**Run 1: the metal 1 layer**

The bar under the picture is 50 microns long. Supply wires on this layer in gray.
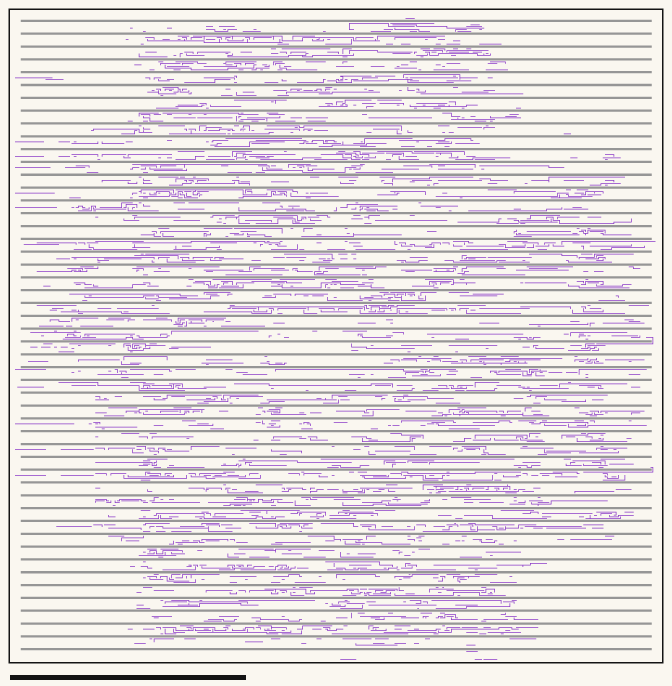
**Run 1: metal 2**

Cells faint in the background.
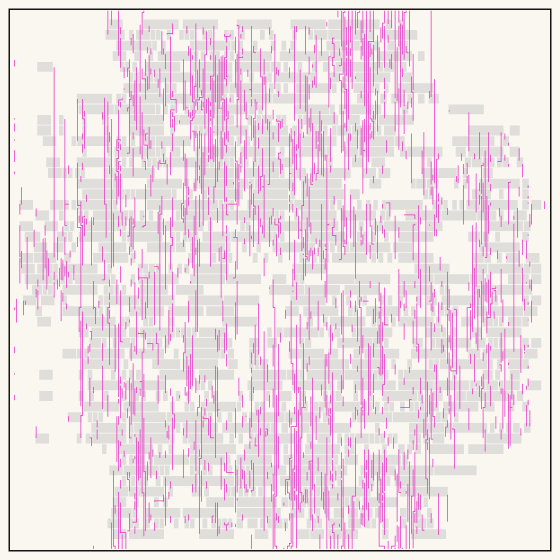
**Run 1: met3 routing**

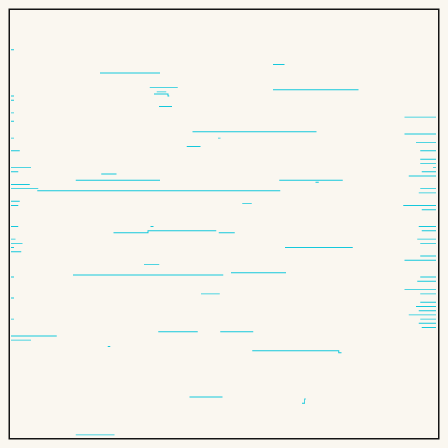
**Run 1: signal wires on met4**

The bar under the picture is 50 microns long. Supply wires on this layer in gray.
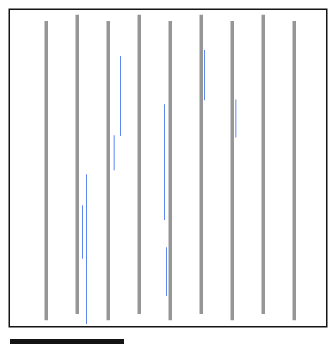
==> config.mk <==
export PLATFORM = sky130hd
export DESIGN_NAME = prefix_sum_stage
export DESIGN_NICKNAME = d
export VERILOG_FILES = /design/src/rtl/prefix_sum_stage.sv
export SDC_FILE = /design/constraint.sdc
export NUM_CORES = 1
export LEC_CHECK = 0
export ABC_AREA = 1
export CAP_MARGIN = 15
export CORE_MARGIN = 2
export CORE_UTILIZATION = 45
export DETAILED_ROUTE_END_ITERATION = 6
export HOLD_SLACK_MARGIN = 0.06
export PLACE_DENSITY = 0.76
export SKIP_CTS_REPAIR_TIMING = 1
export SLEW_MARGIN = 10
export SYNTH_ARGS = -nofsm -noshare
export SYNTH_HDL_FRONTEND = slang
export SYNTH_SLANG_ARGS = --single-unit
==> constraint.sdc <==
create_clock -name clkpos -period 1.2 [get_ports clkpos]
set_input_delay 0.18 -clock clkpos [delete_from_list [all_inputs] [get_ports clkpos]]
set_output_delay 0.18 -clock clkpos [all_outputs]
set_load 0.005 [all_outputs]
==> results.toml, run 1 <==
# flow metrics
[timing]
period_needed_ns = 1.415
skew_ns = 0.008481
max_freq_mhz = 706.7
hold-worst-slack_ns = 0.1902
slew_violations = 0
slew_headroom_pct = 74.68
setup_violations = 189
layout_setup_ws_ns = -0.2150

[outcome]
status = "finished with violations"
violations = "setup timing"

[final_layout]
seq_area_sq_um = 5156
area.growth.synth_to_final_pct = 29.38
layout-drive-gt1-share_pct = 13.46
final_cell_mix = "nand2_1, dfrtp_1, clkdlybuf4s50_1"
final-comb-area_sq_um = 2648

[placement]
hpwl_mm = 10.35
place_area_sq_um = 9699

[detailed_routing]
vias_per_cell = 4.526
drtPass1Iterations = 4
antenna_left = 0
drc = 0
wire_per_inst_microns = 12.33

[die]
chipArea_sq_um = 19130

[worst_setup_path]
critPathLaunchType = "register"
rrSetupSlack_ns = -0.14
crit_required_ns = 1.02
worstPathMaxFanout = 3
cp_common_cell = "buf_6"
arrival_ns = 1.24

[logic_synthesis]
post_synth_num_cell_types = 15
synth_area_per_cell_sq_um = 8.767
syn_nets = 995
ys_area_sq_um = 8118

[global_route]
grt_pass1_vias = 5771
grt_pass1_wl_mm = 27.38
antenna_found_initial = 0
track_usage_pct = 16.85

[clock_network]
cts_root_buffer = "clkbuf_16"
cts_buffers = 21
numClockSinks = 206
clk_path_buf_depth = 3

[power_and_ir_drop]
p_leak_nw = 5.513
ir_drop_v = 0.001108
Notes on 'the metal 1 layer' above:
- nets with wire on the layer: 1041
- longest straight run: 40.9 microns
- wire length on this layer: 7800 microns
M1 GR Usage: 24.19%
DR vias: 5952
Post-Route WL: 16.21 mm

Notes on 'metal 2' above:
- share of all routed wire: 46%
- longest straight run: 58.8 microns
grt met2 use: 27.36%

Notes on 'met3 routing' above:
- main direction: horizontal
- longest straight run: 78.2 microns
GR Layer Usage met3: 2.598%

Notes on 'signal wires on met4' above:
- longest straight run: 65.3 microns
- wire length on this layer: 248 microns

-- run 1: layout make-up --
class                   count  share of cell area, %
repair buffers            165                  14.47
well taps                 229                  2.728
multi-input cells         646                  25.21
inverters                  31                  1.191
diodes                      1                0.02383
clock buffers              26                  5.468
clock inverters            11                  1.811
flip-flops and latches    206                  49.09
-- run 1: metal layers --
layer  wire length, microns  GRT usage, %  vias up
li1                       -             -     3116
met4                    247         3.974        0
met3                    706         2.598       19
met2                   7461         27.36      104
met5                      0             0        -
met1                   7798         24.19     2713
-- run 1: cells in the mapped netlist --
| cell | number | area, sq um |
|---|---|---|
| nand2_1 | 552 | 2072 |
| dfrtp_1 | 206 | 5155 |
| o21ai_0 | 53 | 265.3 |
| buf_2 | 35 | 175.2 |
| inv_1 | 29 | 108.9 |
| xnor2_1 | 17 | 148.9 |
| nor2_1 | 14 | 52.55 |
| xor2_1 | 6 | 52.55 |
| clkbuf_1 | 3 | 11.26 |
| buf_4 | 2 | 15.01 |
| clkbuf_2 | 2 | 10.01 |
| inv_2 | 2 | 7.510 |
| nand2_4 | 2 | 22.52 |
| nand3_1 | 2 | 10.01 |
| buf_6 | 1 | 11.26 |
-- run 1: cells by family after synthesis --
kind of cell,share of synthesized area (%)
simple gates,26.57
flops,63.50
buf+inv,4.177
compound gates,3.268
xor+xnor,2.481
-- run 1: metrics by stage --
stage | instances | total power [mW] | utilization, % | TNS (ns) | setup WS [ns]
2_1_floorplan | 926 | 15.96 | - | 0 | 0.1307
3_3_place_gp | 1257 | 19.04 | 54.37 | -53.95 | -0.3064
3_5_place_dp | 1257 | 19.38 | 54.37 | -53.58 | -0.3138
4_1_cts | 1294 | 26.68 | 58.65 | -20.94 | -0.5787
5_1_grt | 1314 | 28.51 | 58.85 | -30.83 | -0.2524
6_report | 1315 | 26.49 | 58.87 | -16.46 | -0.2150
-- run 1: power breakdown --
part	switching (mW)	internal (mW)	total, mW
combinational	4.15	3.56	7.71
clock	2.65	4.49	7.14
sequential	1.66	9.98	11.6
-- run 1: worst max-delay path, delay by kind of cell (launching register included) --
kind	cells	cell delay, ns
and+or+nand+nor	1	0.07
DFF	1	0.42
buffers and inverters	3	0.26
==> run 1 -> run 2 <==
- CTS_CLUSTER_SIZE: not set -> 10
- GPL_TIMING_DRIVEN: not set -> 0
- clock period: 1.2 -> 1.7 ns (I/O delays scaled with it)
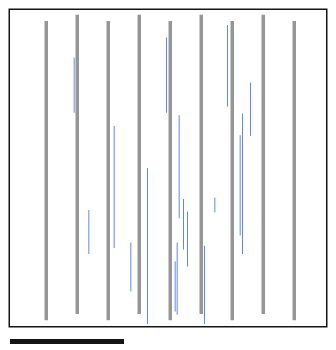
**Above:** run 2 (signal wires on met4).
The bar under the picture is 50 microns long. Supply wires on this layer in gray.
- share of all routed wire: 3.5%
- nets with wire on the layer: 12
Post-Route WL: 16.35 mm
DR vias: 5986

==> results.toml, run 2 <==
# flow metrics
[logic_synthesis]
ys_area_sq_um = 8118
synth-edff-count = 0
syn_nets = 995
synth-async-reset-ratio_pct = 100.0
area_leaders = "dfrtp_1, nand2_1, o21ai_0"
synthAoiAreaFrac_pct = 3.268
synth_area_leader_cell = "dfrtp_1"
top_cell_area_share_pct = 63.50
xor_area_share_pct = 2.482
common_cells = "nand2_1, dfrtp_1, o21ai_0, buf_2, inv_1"

[detailed_routing]
antenna_left = 0
wire_per_inst_microns = 12.66
drtPass1Iterations = 4
drc = 0
vias_per_cell = 4.637

[clock_network]
clk_path_buf_depth = 3
cts_root_buffer = "clkbuf_16"
cts_buffers = 24
numClockSinks = 206

[power_and_ir_drop]
pwr-share-seq_pct = 46.4
ir_drop_v = 0.0008170
combPwrFrac_pct = 29.1
pwr-share-clk_pct = 24.5
switchingPower_mw = 5.750
swShare_pct = 32.37

[final_layout]
seq_area_sq_um = 5155
diodes = 0
area.growth.synth_to_final_pct = 25.25

[timing]
max_freq_mhz = 608.9
fin_setup_tns_ns = 0
slew_violations = 0
layout_setup_ws_ns = 0.05763

[worst_setup_path]
path_buffers = 1
rrSetupSlack_ns = 0.29
worst-path-stages = 1
arrival_ns = 1.39

[global_route]
grt_busiest_layer = "met2"
globalRouteMet2Util_pct = 31.03
antenna_found_initial = 0
grt_pass1_wl_mm = 28.61
use_met3_pct = 2.736

[outcome]
status = "finished clean"

[placement]
place_area_sq_um = 9488
hpwl_mm = 11.52
==> run 2: cell counts after synthesis <==
Identical to the previous run, type by type.
==> run 2: metal layers <==
| metal | wire length [microns] | vias to the layer above |
|---|---|---|
| li1 | - | 3067 |
| met1 | 7191 | 2737 |
| met2 | 7899 | 144 |
| met3 | 695 | 38 |
| met4 | 564 | 0 |
| met5 | 0 | - |
==> run 2: kinds of logic after synthesis <==
kind of cell,count (synthesis)
compound gates,53
buf+inv,74
simple gates,570
xor+xnor,23
flops,206
==> run 2: through the flow <==
step | power, mW | utilization [%] | hold slack [ns] | std cells
floorplan | 11.27 | - | -0.04059 | 926
global placement | 13.22 | 53.00 | 0.4535 | 1260
detailed placement | 13.45 | 53.18 | 0.3194 | 1261
CTS | 17.91 | 56.81 | -0.1985 | 1289
global route | 19.19 | 56.99 | 0.2893 | 1291
finish | 17.77 | 56.99 | 0.2920 | 1291
==> run 2: power by group through the flow <==
| stage | Clock [mW] | Combinational, mW | Sequential [mW] |
|---|---|---|---|
| 6_report | 4.35 | 5.17 | 8.25 |
| 5_1_grt | 4.65 | 6.03 | 8.52 |
| 4_1_cts | 4.43 | 5.23 | 8.25 |
| 3_5_place_dp | 0 | 5.16 | 8.30 |
| 3_3_place_gp | 0 | 4.98 | 8.24 |
| 2_1_floorplan | 0 | 3.22 | 8.05 |
==> run 2: area by class of cell <==
type / instances / share of cell area (%)
flip-flops and latches: 206 / 50.70
multi-input cells: 646 / 25.81
plain buffers: 42 / 2.141
well taps: 229 / 2.818
inverters: 31 / 1.268
clock buffers: 28 / 6.362
repair buffers: 109 / 10.90
Power is estimated from default activity; no workload was simulated.
